Fig. 1: placed standard cells
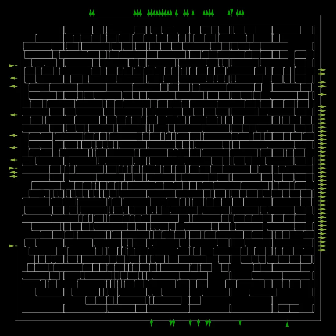
Fig. 2: the metal 3 layer
Bar = 20 µm.
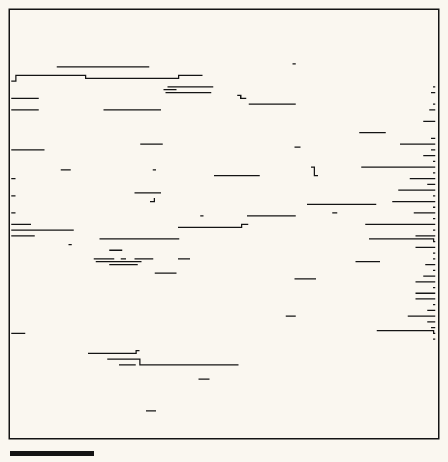
===== src/rtl/ps2_pkg.sv =====
// Shared PS/2 scan-code constants and frame-state encoding for the key collector
// and the downstream mode FSM.
package ps2_pkg;
  localparam logic [7:0] KEY_BREAK = 8'hF0;
  localparam logic [7:0] KEY_EXT   = 8'hE0;
  localparam logic [7:0] KEY_ENTER = 8'h5A;
  localparam logic [7:0] KEY_I     = 8'h43;
  localparam logic [7:0] KEY_A     = 8'h1C;
  localparam logic [7:0] KEY_B     = 8'h32;
  localparam logic [7:0] KEY_R     = 8'h2D;

  typedef enum logic [1:0] {
    ST_IDLE,
    ST_DATA,
    ST_PARITY,
    ST_STOP
  } frame_state_e;

  // Odd parity over data+parity bit and a high stop bit.
  function automatic logic frame_ok(input logic [7:0] b, input logic par, input logic stop);
    return (^{b, par}) & stop;
  endfunction
endpackage


===== src/rtl/ps2_key_collector_if.sv =====
// Keyboard pins, history clear and decoded-key outputs of the PS/2 key collector.
interface ps2_key_collector_if #(
  parameter int unsigned HIST_BYTES = 9
);
  logic                    ps2_clk;
  logic                    ps2_data;
  logic                    hist_clear;
  logic                    key_valid;
  logic [7:0]              key_code;
  logic [8*HIST_BYTES-1:0] key_history;
  logic                    frame_err;
  logic                    busy;

  modport master (
    output ps2_clk, ps2_data, hist_clear,
    input  key_valid, key_code, key_history, frame_err, busy
  );

  modport slave (
    input  ps2_clk, ps2_data, hist_clear,
    output key_valid, key_code, key_history, frame_err, busy
  );
endinterface


===== src/rtl/ps2_clk_filter.sv =====
// Synchronizes the PS/2 pins, debounces the clock and emits a one-cycle fall pulse
// together with the data level sampled on that cycle.
module ps2_clk_filter #(
  parameter int unsigned FILTER_LEN = 8
) (
  input  logic clk,
  input  logic rst,
  input  logic ps2_clk,
  input  logic ps2_data,
  output logic fall,
  output logic data
);
  localparam int unsigned CW = $clog2(FILTER_LEN + 1);

  logic [1:0]    clk_sync_q, data_sync_q;
  logic          filt_q, filt_d;
  logic [CW-1:0] cnt_q, cnt_d;
  logic          fall_q, fall_d;
  logic          data_q;

  // The filtered level flips on the FILTER_LEN-th consecutive differing sample.
  always_comb begin
    filt_d = filt_q;
    cnt_d  = '0;
    if (clk_sync_q[1] != filt_q) begin
      if (cnt_q == CW'(FILTER_LEN - 1)) filt_d = clk_sync_q[1];
      else                              cnt_d  = cnt_q + 1'b1;
    end
    fall_d = filt_q & ~filt_d;
  end

  always_ff @(posedge clk or posedge rst) begin
    if (rst) begin
      clk_sync_q  <= '1;
      data_sync_q <= '1;
      filt_q      <= 1'b1;
      cnt_q       <= '0;
      fall_q      <= 1'b0;
      data_q      <= 1'b1;
    end else begin
      clk_sync_q  <= {clk_sync_q[0], ps2_clk};
      data_sync_q <= {data_sync_q[0], ps2_data};
      filt_q      <= filt_d;
      cnt_q       <= cnt_d;
      fall_q      <= fall_d;
      data_q      <= data_sync_q[1];
    end
  end

  assign fall = fall_q;
  assign data = data_q;
endmodule


===== src/rtl/ps2_key_collector.sv =====
// PS/2 frame receiver: drops break sequences and E0 prefixes, delivers make codes
// and keeps a newest-first make-code history for the mode FSM.
module ps2_key_collector
  import ps2_pkg::*;
#(
  parameter int unsigned FILTER_LEN     = 8,
  parameter int unsigned TIMEOUT_CYCLES = 100000,
  parameter int unsigned HIST_BYTES     = 9
) (
  input logic               clk,
  input logic               rst,
  ps2_key_collector_if.slave bus
);
  localparam int unsigned HW = 8 * HIST_BYTES;
  localparam int unsigned TW = $clog2(TIMEOUT_CYCLES + 1);

  logic fall, ps2_data_s;

  frame_state_e  state_q, state_d;
  logic [2:0]    bit_cnt_q, bit_cnt_d;
  logic [7:0]    shift_q, shift_d;
  logic          parity_q, parity_d;
  logic          break_q, break_d;
  logic [TW-1:0] tmo_q, tmo_d;
  logic          key_valid_q, key_valid_d;
  logic [7:0]    key_code_q, key_code_d;
  logic [HW-1:0] hist_q, hist_d, hist_base;
  logic          frame_err_q, frame_err_d;
  logic          busy_q, busy_d;

  ps2_clk_filter #(.FILTER_LEN(FILTER_LEN)) u_filter (
    .clk      (clk),
    .rst      (rst),
    .ps2_clk  (bus.ps2_clk),
    .ps2_data (bus.ps2_data),
    .fall     (fall),
    .data     (ps2_data_s)
  );

  always_comb begin
    state_d     = state_q;
    bit_cnt_d   = bit_cnt_q;
    shift_d     = shift_q;
    parity_d    = parity_q;
    break_d     = break_q;
    key_valid_d = 1'b0;
    key_code_d  = key_code_q;
    frame_err_d = 1'b0;
    hist_base   = bus.hist_clear ? '0 : hist_q;
    hist_d      = hist_base;
    tmo_d       = tmo_q;

    if (fall)                    tmo_d = '0;
    else if (state_q != ST_IDLE) tmo_d = tmo_q + 1'b1;

    if (!fall && state_q != ST_IDLE && tmo_q == TW'(TIMEOUT_CYCLES - 1)) begin
      state_d     = ST_IDLE;
      frame_err_d = 1'b1;
      break_d     = 1'b0;
      tmo_d       = '0;
    end else if (fall) begin
      unique case (state_q)
        ST_IDLE: begin
          if (!ps2_data_s) begin
            state_d   = ST_DATA;
            bit_cnt_d = '0;
          end
        end
        ST_DATA: begin
          shift_d   = {ps2_data_s, shift_q[7:1]};
          bit_cnt_d = bit_cnt_q + 3'd1;
          if (bit_cnt_q == 3'd7) state_d = ST_PARITY;
        end
        ST_PARITY: begin
          parity_d = ps2_data_s;
          state_d  = ST_STOP;
        end
        ST_STOP: begin
          state_d = ST_IDLE;
          if (!frame_ok(shift_q, parity_q, ps2_data_s)) begin
            frame_err_d = 1'b1;
            break_d     = 1'b0;
          end else if (shift_q == KEY_BREAK) begin
            break_d = 1'b1;
          end else if (shift_q == KEY_EXT) begin
            // Prefix only: the following base code is delivered unchanged.
            break_d = break_q;
          end else if (break_q) begin
            break_d = 1'b0;
          end else begin
            key_valid_d = 1'b1;
            key_code_d  = shift_q;
            hist_d      = {hist_base[HW-9:0], shift_q};
          end
        end
        default: state_d = ST_IDLE;
      endcase
    end

    busy_d = (state_d != ST_IDLE);
  end

  always_ff @(posedge clk or posedge rst) begin
    if (rst) begin
      state_q     <= ST_IDLE;
      bit_cnt_q   <= '0;
      shift_q     <= '0;
      parity_q    <= 1'b0;
      break_q     <= 1'b0;
      tmo_q       <= '0;
      key_valid_q <= 1'b0;
      key_code_q  <= '0;
      hist_q      <= '0;
      frame_err_q <= 1'b0;
      busy_q      <= 1'b0;
    end else begin
      state_q     <= state_d;
      bit_cnt_q   <= bit_cnt_d;
      shift_q     <= shift_d;
      parity_q    <= parity_d;
      break_q     <= break_d;
      tmo_q       <= tmo_d;
      key_valid_q <= key_valid_d;
      key_code_q  <= key_code_d;
      hist_q      <= hist_d;
      frame_err_q <= frame_err_d;
      busy_q      <= busy_d;
    end
  end

  assign bus.key_valid   = key_valid_q;
  assign bus.key_code    = key_code_q;
  assign bus.key_history = hist_q;
  assign bus.frame_err   = frame_err_q;
  assign bus.busy        = busy_q;
endmodule

===== src/flat_wrapper.sv =====
// flat-port wrapper written by rule: the top's interface ports become plain ports
module ps2_key_collector_flat import ps2_pkg::*;
#(
  parameter int unsigned FILTER_LEN     = 8,
  parameter int unsigned TIMEOUT_CYCLES = 100000,
  parameter int unsigned HIST_BYTES     = 9
)
  (clk, rst, bus_ps2_clk, bus_ps2_data, bus_hist_clear, bus_key_valid, bus_key_code, bus_key_history, bus_frame_err, bus_busy);
  ps2_key_collector_if #(.HIST_BYTES(HIST_BYTES)) bus_i ();
  input logic clk;
  input logic rst;
  input wire logic [$bits(bus_i.ps2_clk)-1:0] bus_ps2_clk;
  input wire logic [$bits(bus_i.ps2_data)-1:0] bus_ps2_data;
  input wire logic [$bits(bus_i.hist_clear)-1:0] bus_hist_clear;
  output wire logic [$bits(bus_i.key_valid)-1:0] bus_key_valid;
  output wire logic [$bits(bus_i.key_code)-1:0] bus_key_code;
  output wire logic [$bits(bus_i.key_history)-1:0] bus_key_history;
  output wire logic [$bits(bus_i.frame_err)-1:0] bus_frame_err;
  output wire logic [$bits(bus_i.busy)-1:0] bus_busy;
  assign bus_i.ps2_clk = bus_ps2_clk;
  assign bus_i.ps2_data = bus_ps2_data;
  assign bus_i.hist_clear = bus_hist_clear;
  assign bus_key_valid = bus_i.key_valid;
  assign bus_key_code = bus_i.key_code;
  assign bus_key_history = bus_i.key_history;
  assign bus_frame_err = bus_i.frame_err;
  assign bus_busy = bus_i.busy;
  ps2_key_collector #(.FILTER_LEN(FILTER_LEN), .TIMEOUT_CYCLES(TIMEOUT_CYCLES), .HIST_BYTES(HIST_BYTES)) u_core (.clk(clk), .rst(rst), .bus(bus_i));
endmodule

===== config.mk =====
export PLATFORM = sky130hd
export DESIGN_NAME = ps2_key_collector_flat
export DESIGN_NICKNAME = d
export VERILOG_FILES = /design/src/rtl/ps2_pkg.sv /design/src/rtl/ps2_key_collector_if.sv /design/src/rtl/ps2_clk_filter.sv /design/src/rtl/ps2_key_collector.sv /design/src/flat_wrapper.sv
export SDC_FILE = /design/constraint.sdc
export NUM_CORES = 1
export LEC_CHECK = 0
export ABC_CLOCK_PERIOD_IN_PS = 11670
export CAP_MARGIN = 20
export CORE_MARGIN = 2
export CORE_UTILIZATION = 58
export CTS_BUF_LIST = sky130_fd_sc_hd__clkbuf_16
export DETAILED_ROUTE_END_ITERATION = 16
export GPL_ROUTABILITY_DRIVEN = 0
export GPL_TIMING_DRIVEN = 0
export PLACE_DENSITY = 0.85
export SYNTH_ARGS = -nofsm -noshare
export SYNTH_HDL_FRONTEND = slang
export SYNTH_SLANG_ARGS = --single-unit

===== constraint.sdc =====
create_clock -name clk -period 11.67 [get_ports clk]
set_input_delay 1.7505 -clock clk [delete_from_list [all_inputs] [get_ports clk]]
set_output_delay 1.7505 -clock clk [all_outputs]
set_load 0.05 [all_outputs]

==> reports/qor.yml <==
clock_network:
  clkTransAtPathRegs_ns: 0.06
  cts_tree: "done"
  cts.path.max_buffers: 2
  cts.sinks: 126
  clock_latency_ns: 0.41
  htreeDepth: 4
floorplanning:
  design.die.area_um2: 10300
sta:
  report.final.slew_viol_count: 0
  max_slew_margin: 0.635
  hold_violations: 0
  holdWs_ns: 0.362
place:
  post-dp-hpwl_um: 8350
  placedCellCount: 668
  place_area_um2: 6570
critical_path:
  worstSetupEndpointType: "output port"
  r2r_setup_slack_ns: 9.27
  path_max_fanout: 3
  crit_family: "buffers and inverters"
finish:
  clock_buffers: 17
  nets: 567
  comb_area_frac: 0.309
  buffer_area_frac: 0.143
  utilization: 0.772
  fin_cells: 700
  largest_reg_flops: 72
  num-multi-input-gates: 298
synthesis:
  yosysTopAreaCellShare: 0.544
  synthArstFlopShare: 1.00
  synthTopCellsByCount: "dfrtp_1, nand2b_1, mux2i_1"
  synth_cell_types: 46
  synth-main-ff-cell: "dfrtp_1"
  synthSimpleGateAreaFrac: 0.164
  syn_area_per_cell_um2: 12.2
  syn_nets: 461
  postSynthCellCount: 452
  largest_area_cell: "dfrtp_1"
  synth_adder_area_share: 0.00907
hold_path:
  hp-class: "reg -> reg"
power:
  top_power_group: "clock"
  power_density_nw_per_um2: 138
  clkPwrFrac: 0.505
  worst_ir_drop_vdd_mv: 0.109
  p_clk_mw: 0.495
drt:
  wl_um: 12300
  top_layer_used: "met4"
global_route:
  met3_usage: 0.0594
  grt_busiest_layer: "met2"
  grt_max_degree: 71
outcome:
  outcome: "finished, final reports clean"
job:
  drv_cap: 0
## Picture notes: Fig. 1
sequential share of cell area: 0.443
Flops: 126
Site Rows: 35

## Picture notes: Fig. 2
nets with wire on the layer: 74
share of all routed wire: 4.3%
wire length on this layer: 523 µm
main direction: horizontal
longest straight run: 23.2 µm

No activity file was given, so power comes from the tool's default toggle rates.
